<file path="config.mk">
export PLATFORM = sky130hd
export DESIGN_NAME = spi_i2c_cmd_ctrl
export DESIGN_NICKNAME = d
export VERILOG_FILES = /design/src/rtl/spi_i2c_cmd_ctrl_pkg.sv /design/src/rtl/spi_i2c_cmd_ctrl_shifter.sv /design/src/rtl/spi_i2c_cmd_ctrl.sv
export SDC_FILE = /design/constraint.sdc
export NUM_CORES = 1
export LEC_CHECK = 0
export CAP_MARGIN = 20
export CORE_MARGIN = 5
export CORE_UTILIZATION = 30
export CTS_BUF_LIST = sky130_fd_sc_hd__clkbuf_8
export CTS_CLUSTER_DIAMETER = 50
export DETAILED_ROUTE_END_ITERATION = 8
export SETUP_SLACK_MARGIN = 0.15
export SLEW_MARGIN = 15
export SYNTH_ARGS = -nofsm -noshare
export SYNTH_HDL_FRONTEND = slang
export SYNTH_SLANG_ARGS = --single-unit
</file>
<file path="constraint.sdc">
create_clock -name clk -period 2.4 [get_ports clk]
set_input_delay 0.36 -clock clk [delete_from_list [all_inputs] [get_ports clk]]
set_output_delay 0.36 -clock clk [all_outputs]
set_load 0.005 [all_outputs]
</file>
<file path="src/rtl/spi_i2c_cmd_ctrl_pkg.sv">
// Shared types and constants for the SPI-to-I2C command controller.
// Holds the command FSM encoding, STATUS bit layout and the default poll address.
package spi_i2c_cmd_ctrl_pkg;

  typedef enum logic [1:0] {
    C_IDLE = 2'd0,
    C_REQ  = 2'd1,
    C_RUN  = 2'd2
  } cmd_state_e;

  localparam int unsigned ST_PENDING = 7;
  localparam int unsigned ST_ACKERR  = 6;
  localparam int unsigned ST_RDAVAIL = 5;
  localparam int unsigned ST_OVERRUN = 4;

  localparam logic [6:0] NOP_ADDR_DEFAULT = 7'h7F;

  function automatic logic [7:0] pack_status(input logic pending, input logic ack_err,
                                             input logic rd_avail, input logic overrun);
    logic [7:0] s;
    s             = '0;
    s[ST_PENDING] = pending;
    s[ST_ACKERR]  = ack_err;
    s[ST_RDAVAIL] = rd_avail;
    s[ST_OVERRUN] = overrun;
    return s;
  endfunction

endpackage

</file>
<file path="src/rtl/spi_i2c_cmd_ctrl_shifter.sv">
// SPI mode-0 slave shifter: input synchronisers, edge detection, bit/byte
// counting, MOSI deserialiser and MISO serialiser with parallel load.
module spi_i2c_cmd_ctrl_shifter #(
  parameter int unsigned SYNC_STAGES = 2
) (
  input  logic       clk,
  input  logic       rst_n,
  input  logic       spi_sck,
  input  logic       spi_cs_n,
  input  logic       spi_mosi,
  input  logic [7:0] load_byte,
  output logic       spi_miso,
  output logic       byte_done,
  output logic [1:0] byte_idx,
  output logic [7:0] rx_byte,
  output logic       frame_end
);

  logic [SYNC_STAGES-1:0] sck_sync, cs_sync, mosi_sync;
  logic                   sck_hist, cs_hist;
  logic                   sck_s, cs_s, mosi_s;
  logic                   sck_rise, sck_fall, cs_fall, cs_rise, in_frame;
  logic [2:0]             bit_cnt;
  logic [6:0]             shift_in;
  logic [7:0]             shift_out;

  assign sck_s    = sck_sync[SYNC_STAGES-1];
  assign cs_s     = cs_sync[SYNC_STAGES-1];
  assign mosi_s   = mosi_sync[SYNC_STAGES-1];
  assign sck_rise = sck_s & ~sck_hist;
  assign sck_fall = ~sck_s & sck_hist;
  assign cs_fall  = ~cs_s & cs_hist;
  assign cs_rise  = cs_s & ~cs_hist;
  assign in_frame = ~cs_s & ~cs_hist;
  assign spi_miso = shift_out[7];

  // byte_idx counts completed bytes in the frame (saturating at 3), so it is
  // also the index of the byte currently being shifted.
  always_ff @(posedge clk) begin
    if (!rst_n) begin
      sck_sync  <= '0;
      cs_sync   <= '1;
      mosi_sync <= '0;
      sck_hist  <= 1'b0;
      cs_hist   <= 1'b1;
      bit_cnt   <= 3'd0;
      byte_idx  <= 2'd0;
      shift_in  <= 7'd0;
      shift_out <= 8'd0;
      rx_byte   <= 8'd0;
      byte_done <= 1'b0;
      frame_end <= 1'b0;
    end else begin
      sck_sync  <= {sck_sync[SYNC_STAGES-2:0], spi_sck};
      cs_sync   <= {cs_sync[SYNC_STAGES-2:0], spi_cs_n};
      mosi_sync <= {mosi_sync[SYNC_STAGES-2:0], spi_mosi};
      sck_hist  <= sck_s;
      cs_hist   <= cs_s;
      byte_done <= 1'b0;
      frame_end <= 1'b0;
      if (cs_fall) begin
        bit_cnt   <= 3'd0;
        byte_idx  <= 2'd0;
        shift_out <= load_byte;
      end else if (cs_rise) begin
        bit_cnt   <= 3'd0;
        byte_idx  <= 2'd0;
        frame_end <= 1'b1;
      end else if (in_frame) begin
        if (sck_rise) begin
          shift_in <= {shift_in[5:0], mosi_s};
          bit_cnt  <= bit_cnt + 3'd1;
          if (bit_cnt == 3'd7) begin
            byte_done <= 1'b1;
            rx_byte   <= {shift_in, mosi_s};
            if (byte_idx != 2'd3) byte_idx <= byte_idx + 2'd1;
          end
        end else if (sck_fall) begin
          // The first fall after a completed byte presents the next byte's MSB.
          shift_out <= (bit_cnt == 3'd0) ? load_byte : {shift_out[6:0], 1'b0};
        end
      end
    end
  end

endmodule

</file>
<file path="src/rtl/spi_i2c_cmd_ctrl.sv">
// SPI-slave command front end for the I2C master: decodes header/data frames,
// launches I2C transactions and reports status and read data back on MISO.
module spi_i2c_cmd_ctrl
  import spi_i2c_cmd_ctrl_pkg::*;
#(
  parameter int unsigned SYNC_STAGES = 2,
  parameter logic [6:0]  NOP_ADDR    = NOP_ADDR_DEFAULT
) (
  input  logic       clk,
  input  logic       rst_n,
  input  logic       spi_sck,
  input  logic       spi_cs_n,
  input  logic       spi_mosi,
  output logic       spi_miso,
  output logic [6:0] i2c_addr,
  output logic       i2c_rw,
  output logic [7:0] i2c_tx_data,
  output logic       i2c_tx_valid,
  input  logic       i2c_tx_ready,
  input  logic [7:0] i2c_rx_data,
  input  logic       i2c_rx_valid,
  input  logic       i2c_busy,
  input  logic       i2c_ack_err
);

  logic       byte_done, frame_end;
  logic [1:0] byte_idx;
  logic [7:0] rx_byte, load_byte, status;

  cmd_state_e state;
  logic       pending, ack_err, rd_avail, overrun;
  logic [7:0] rd_data, hdr;
  logic       hdr_valid, busy_q;

  logic       hdr_done, data_done, launch, launch_rw;
  logic [6:0] launch_addr;
  logic [7:0] launch_data;

  spi_i2c_cmd_ctrl_shifter #(
    .SYNC_STAGES(SYNC_STAGES)
  ) u_shifter (
    .clk       (clk),
    .rst_n     (rst_n),
    .spi_sck   (spi_sck),
    .spi_cs_n  (spi_cs_n),
    .spi_mosi  (spi_mosi),
    .load_byte (load_byte),
    .spi_miso  (spi_miso),
    .byte_done (byte_done),
    .byte_idx  (byte_idx),
    .rx_byte   (rx_byte),
    .frame_end (frame_end)
  );

  assign status    = pack_status(pending, ack_err, rd_avail, overrun);
  assign hdr_done  = byte_done && (byte_idx == 2'd1);
  assign data_done = byte_done && (byte_idx == 2'd2);

  always_comb begin
    case (byte_idx)
      2'd0:    load_byte = status;
      2'd1:    load_byte = rd_data;
      default: load_byte = 8'd0;
    endcase
  end

  // Reads launch off the header; writes wait for the data byte of the same frame.
  always_comb begin
    launch      = 1'b0;
    launch_addr = rx_byte[7:1];
    launch_rw   = rx_byte[0];
    launch_data = i2c_tx_data;
    if (hdr_done && rx_byte[0] && (rx_byte[7:1] != NOP_ADDR)) begin
      launch = 1'b1;
    end else if (data_done && hdr_valid && !hdr[0] && (hdr[7:1] != NOP_ADDR)) begin
      launch      = 1'b1;
      launch_addr = hdr[7:1];
      launch_rw   = 1'b0;
      launch_data = rx_byte;
    end
  end

  // Clears are written before sets so a coincident set wins.
  always_ff @(posedge clk) begin
    if (!rst_n) begin
      state        <= C_IDLE;
      pending      <= 1'b0;
      ack_err      <= 1'b0;
      rd_avail     <= 1'b0;
      overrun      <= 1'b0;
      rd_data      <= 8'd0;
      hdr          <= 8'd0;
      hdr_valid    <= 1'b0;
      busy_q       <= 1'b0;
      i2c_addr     <= 7'd0;
      i2c_rw       <= 1'b0;
      i2c_tx_data  <= 8'd0;
      i2c_tx_valid <= 1'b0;
    end else begin
      busy_q <= i2c_busy;
      if (frame_end) hdr_valid <= 1'b0;
      if (hdr_done) begin
        hdr       <= rx_byte;
        hdr_valid <= 1'b1;
        ack_err   <= 1'b0;
        overrun   <= 1'b0;
      end
      if (data_done) rd_avail <= 1'b0;

      if (launch) begin
        if (pending) begin
          overrun <= 1'b1;
        end else begin
          i2c_addr     <= launch_addr;
          i2c_rw       <= launch_rw;
          i2c_tx_data  <= launch_data;
          i2c_tx_valid <= 1'b1;
          pending      <= 1'b1;
          state        <= C_REQ;
        end
      end

      case (state)
        C_REQ: begin
          // A consumed byte also proves the master has started.
          if (i2c_busy || i2c_tx_ready) begin
            i2c_tx_valid <= 1'b0;
            state        <= C_RUN;
          end
        end
        C_RUN: begin
          if (i2c_rx_valid) begin
            rd_data  <= i2c_rx_data;
            rd_avail <= 1'b1;
          end
          if (busy_q && !i2c_busy) begin
            if (i2c_ack_err) ack_err <= 1'b1;
            pending <= 1'b0;
            state   <= C_IDLE;
          end
        end
        default: ;
      endcase
    end
  end

endmodule

</file>
**Metal 3**

The bar under the picture is 20 µm long.
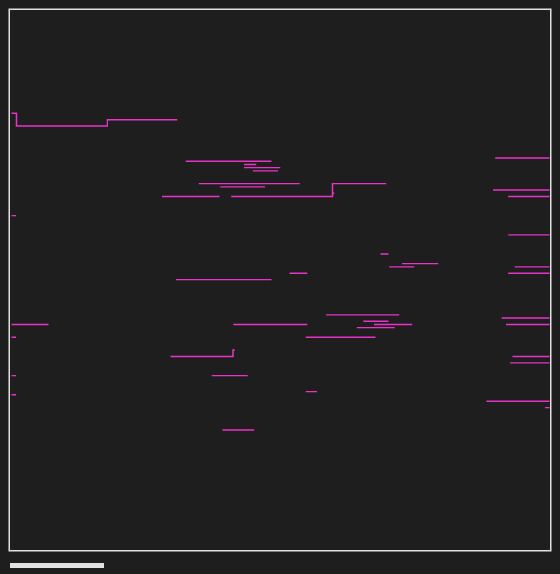
The wires run mostly horizontal. 34 nets have wire on it.
global-route track usage on met3: 0.0368
number of vias in the routed layout: 2610
Total Routed Length: 6930 µm

**Clock routing**

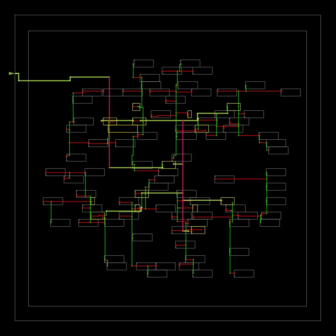
TritonCTS Sinks: 79
num sequential: 79
Clk Latency, worst-skew pair: 0.34 ns
Clock Power: 0.907 mW
Layout clock buffers: 9

==> run_results.csv <==
group,metric,value,unit
yosys,synth.yosys.chip_area,0.00329,mm²
route,top_signal_layer_used,"met4",
floorplanning,core_region_area,0.0108,mm²
timing,layout_min_cycle_time,1.93,ns
floorplanning,design.portCount,35,
critical_path,timing.critical_path.from_type,"flop",
finish,fraction_of_final_layout_cells_sized_beyond_drive_strength_1,0.0794,
yosys,synth-warning-count,0,
critical_path,cp.buffers_inverters,1,
yosys,post_synthesis_cells,370,
power,power_switching_share,0.213,
timing,hold_violations,0,
floorplanning,initial_core_utilization,0.305,
power,power.density,592,mW/mm²
timing,slew_limit_headroom,0.691,
finish,nFillCells,1103,
timing,rsz0062_at_grt,"false",
critical_path,r2r_end,"i2c_tx_data[3]$_SDFFE_PN0P_",
yosys,syn-num-nets,399,
timing,clock-skew-final,0.00847,ns
timing,final.setup.worst_slack,0.473,ns
route,wl_met1,3300,µm
power,seq_power_share,0.572,
power,pwr-share-comb,0.036,
yosys,synth_top_flop_cell,"sky130_fd_sc_hd__dfxtp_1",
global_route,maximum_number_of_pins_on_one_net_before_global_route_repair,30,
critical_path,critical_path.max_stage_delay,0.37,ns
clock_network,cts_repair_resize_count,0,
finish,syn2layout_area_growth,18.7,%
critical_path,crit_family,"simple AND/OR/NAND/NOR gates",
clock_network,cts_root_buf,"sky130_fd_sc_hd__clkbuf_8",
yosys,postSynthRegisterBits,79,
route,drc_errors,0,
placement,gp_routability_congestion,0.785,
global_route,antenna_found_initial,0,
finish,layout.area.comb,0.00156,mm²
yosys,synth.top_cells.by_area,"sky130_fd_sc_hd__dfxtp_1, sky130_fd_sc_hd__nand2_1, sky130_fd_sc_hd__a21oi_1",
power,power_report.internal_total,1.82,mW
power,irDropWorstVdd,0.403,mV
finish,final_util,0.362,
clock_network,cts-root-to-sink-buffers,2,
yosys,synth-edff-count,0,
placement,detailed_place.area,0.00373,mm²
hold_path,hold_path_depth,1,
job,max-cap-violations,0,
hold_path,worstHoldEndpoint,"u_shifter.cs_sync[1]$_SDFF_PN1_",
critical_path,critical_path_end_type,"flop",
yosys,synth.top_cells.by_count,"sky130_fd_sc_hd__dfxtp_1, sky130_fd_sc_hd__nand2_1, sky130_fd_sc_hd__a21oi_1",
timing,finalSetupViolCount,0,
yosys,syn_avg_cell_area,8.90,µm²
yosys,post-synth-top-count-cell,"sky130_fd_sc_hd__dfxtp_1",
floorplanning,chipHeight,115,µm
finish,mostFrequentLayoutCell,"sky130_fd_sc_hd__dfxtp_1",
timing,fin_crit_sh,0.803,
route,dr_wl_met2,3160,µm
power,power.static_leakage,1.41,nW
placement,dp_slack,0.485,ns
clock_network,post_cts_buffers,0,
power,clock_power_share,0.392,
critical_path,internal_reg_to_reg_setup_slack,0.47,ns
outcome,outcome,"complete, no violations",
critical_path,crit_required,2.66,ns
route,dr.first_iter.drc_count,172,
hold_path,min-delay-path-class,"reg -> reg",
route,via_per_inst,4.81,
timing,final-max-slew-violation-count,0,
yosys,asyncSetResetFlopFracSynth,0,
critical_path,rr_worst_depth,6,
timing,worst_hold_slack,0.417,ns
finish,most-common-layout-cells,"sky130_fd_sc_hd__dfxtp_1, sky130_fd_sc_hd__nand2_1, sky130_fd_sc_hd__a21oi_1",
floorplanning,fp.dieW,115,µm
finish,finalNetCount,428,
finish,n_antenna_cell,0,
critical_path,timing.setup.critical_path_class,"reg -> reg",
power,power_switching,0.493,mW
clock_network,tritoncts_clock_tree,"yes",
**Metal 1**

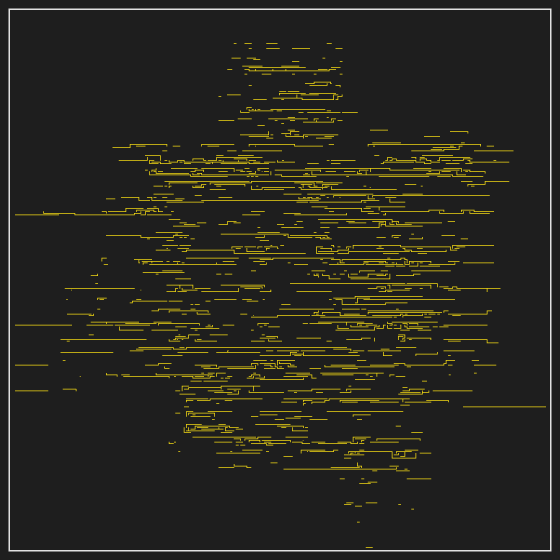
391 nets have wire on it. The wires run mostly horizontal. The longest straight run is 34.0 µm. The layer holds 48% of the routed length.

**Routed metal per tile**

The bar under the picture is 20 µm long. The die is cut into 23 by 23 equal tiles; dark blue is low, red is high, scaled to the fullest tile. Values are wire area over tile area, all layers added.
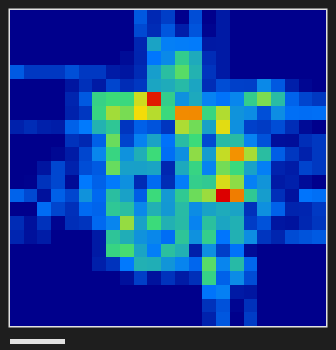
The fullest tile reaches 0.51. The mean over all tiles is 0.083. 38% of the tiles are nearly empty.
total routing usage reported by global routing: 0.109
routed length per instance: 12.8 µm

==> cell families after synthesis <==
kind of cell             synth area share
flip-flops                          0.480
XOR/XNOR                          0.00532
buffers and inverters              0.0471
adder cells (fa/ha/maj)            0.0456
multiplexers                       0.0304
AND/OR/NAND/NOR                     0.205
AND-OR/OR-AND                       0.187
==> worst max-delay path by stage <==
stage	start	to	depth (start not counted)
2_1_floorplan	u_shifter.byte_idx[1]$_SDFFE_PP0P_	i2c_addr[0]$_SDFFE_PN0P_	7
3_3_place_gp	u_shifter.byte_idx[1]$_SDFFE_PP0P_	i2c_tx_data[3]$_SDFFE_PN0P_	6
5_1_grt	u_shifter.byte_idx[1]$_SDFFE_PP0P_	i2c_tx_data[3]$_SDFFE_PN0P_	6
6_report	u_shifter.byte_idx[1]$_SDFFE_PP0P_	i2c_tx_data[3]$_SDFFE_PN0P_	6
3_5_place_dp	u_shifter.byte_idx[1]$_SDFFE_PP0P_	i2c_tx_data[3]$_SDFFE_PN0P_	6
4_1_cts	u_shifter.byte_idx[1]$_SDFFE_PP0P_	i2c_tx_data[3]$_SDFFE_PN0P_	6
==> layout make-up <==
cell class,instances,share of cell area
flip-flops and latches,79,0.405
multi-input cells,260,0.398
repair buffers,39,0.0967
well taps,140,0.0448
clock buffers,9,0.0317
clock inverters,6,0.0141
inverters,10,0.00961
==> registers in the layout (all words and copies together) (netlist names), 2 cells and up <==
register             flops
hdr                      8
state                    2
u_shifter.cs_sync        2
i2c_addr                 7
u_shifter.shift_in       7
u_shifter.rx_byte        8
i2c_tx_data              8
u_shifter.bit_cnt        3
u_shifter.sck_sync       2
rd_data                  8
u_shifter.mosi_sync      2
u_shifter.byte_idx       2
u_shifter.shift_out      8
==> routing by layer <==
metal | track usage | vias to the layer above
li1 | - | 1335
met1 | 0.145 | 1206
met2 | 0.171 | 62
met3 | 0.0368 | 7
met4 | 0.0305 | 0
met5 | 0 | -
==> power by group through the flow <==
stage / sequential, mW / clock [mW] / combinational (mW)
2_1_floorplan: 1.35 / 0 / 0.0475
3_5_place_dp: 1.35 / 0 / 0.0845
3_3_place_gp: 1.35 / 0 / 0.0832
4_1_cts: 1.32 / 0.948 / 0.0846
6_report: 1.32 / 0.907 / 0.0840
5_1_grt: 1.32 / 0.993 / 0.0932
==> worst reg2reg max path, stage by stage, from the launching register on <==
cell and delay [ns]:
sky130_fd_sc_hd__dfxtp_1 0.37, sky130_fd_sc_hd__inv_1 0.08, sky130_fd_sc_hd__ha_1 0.32, sky130_fd_sc_hd__and2_1 0.32, sky130_fd_sc_hd__o211ai_2 0.14, sky130_fd_sc_hd__nor2b_4 0.37
sky130_fd_sc_hd__mux2i_1 0.25
No activity file was given, so power comes from the tool's default toggle rates.
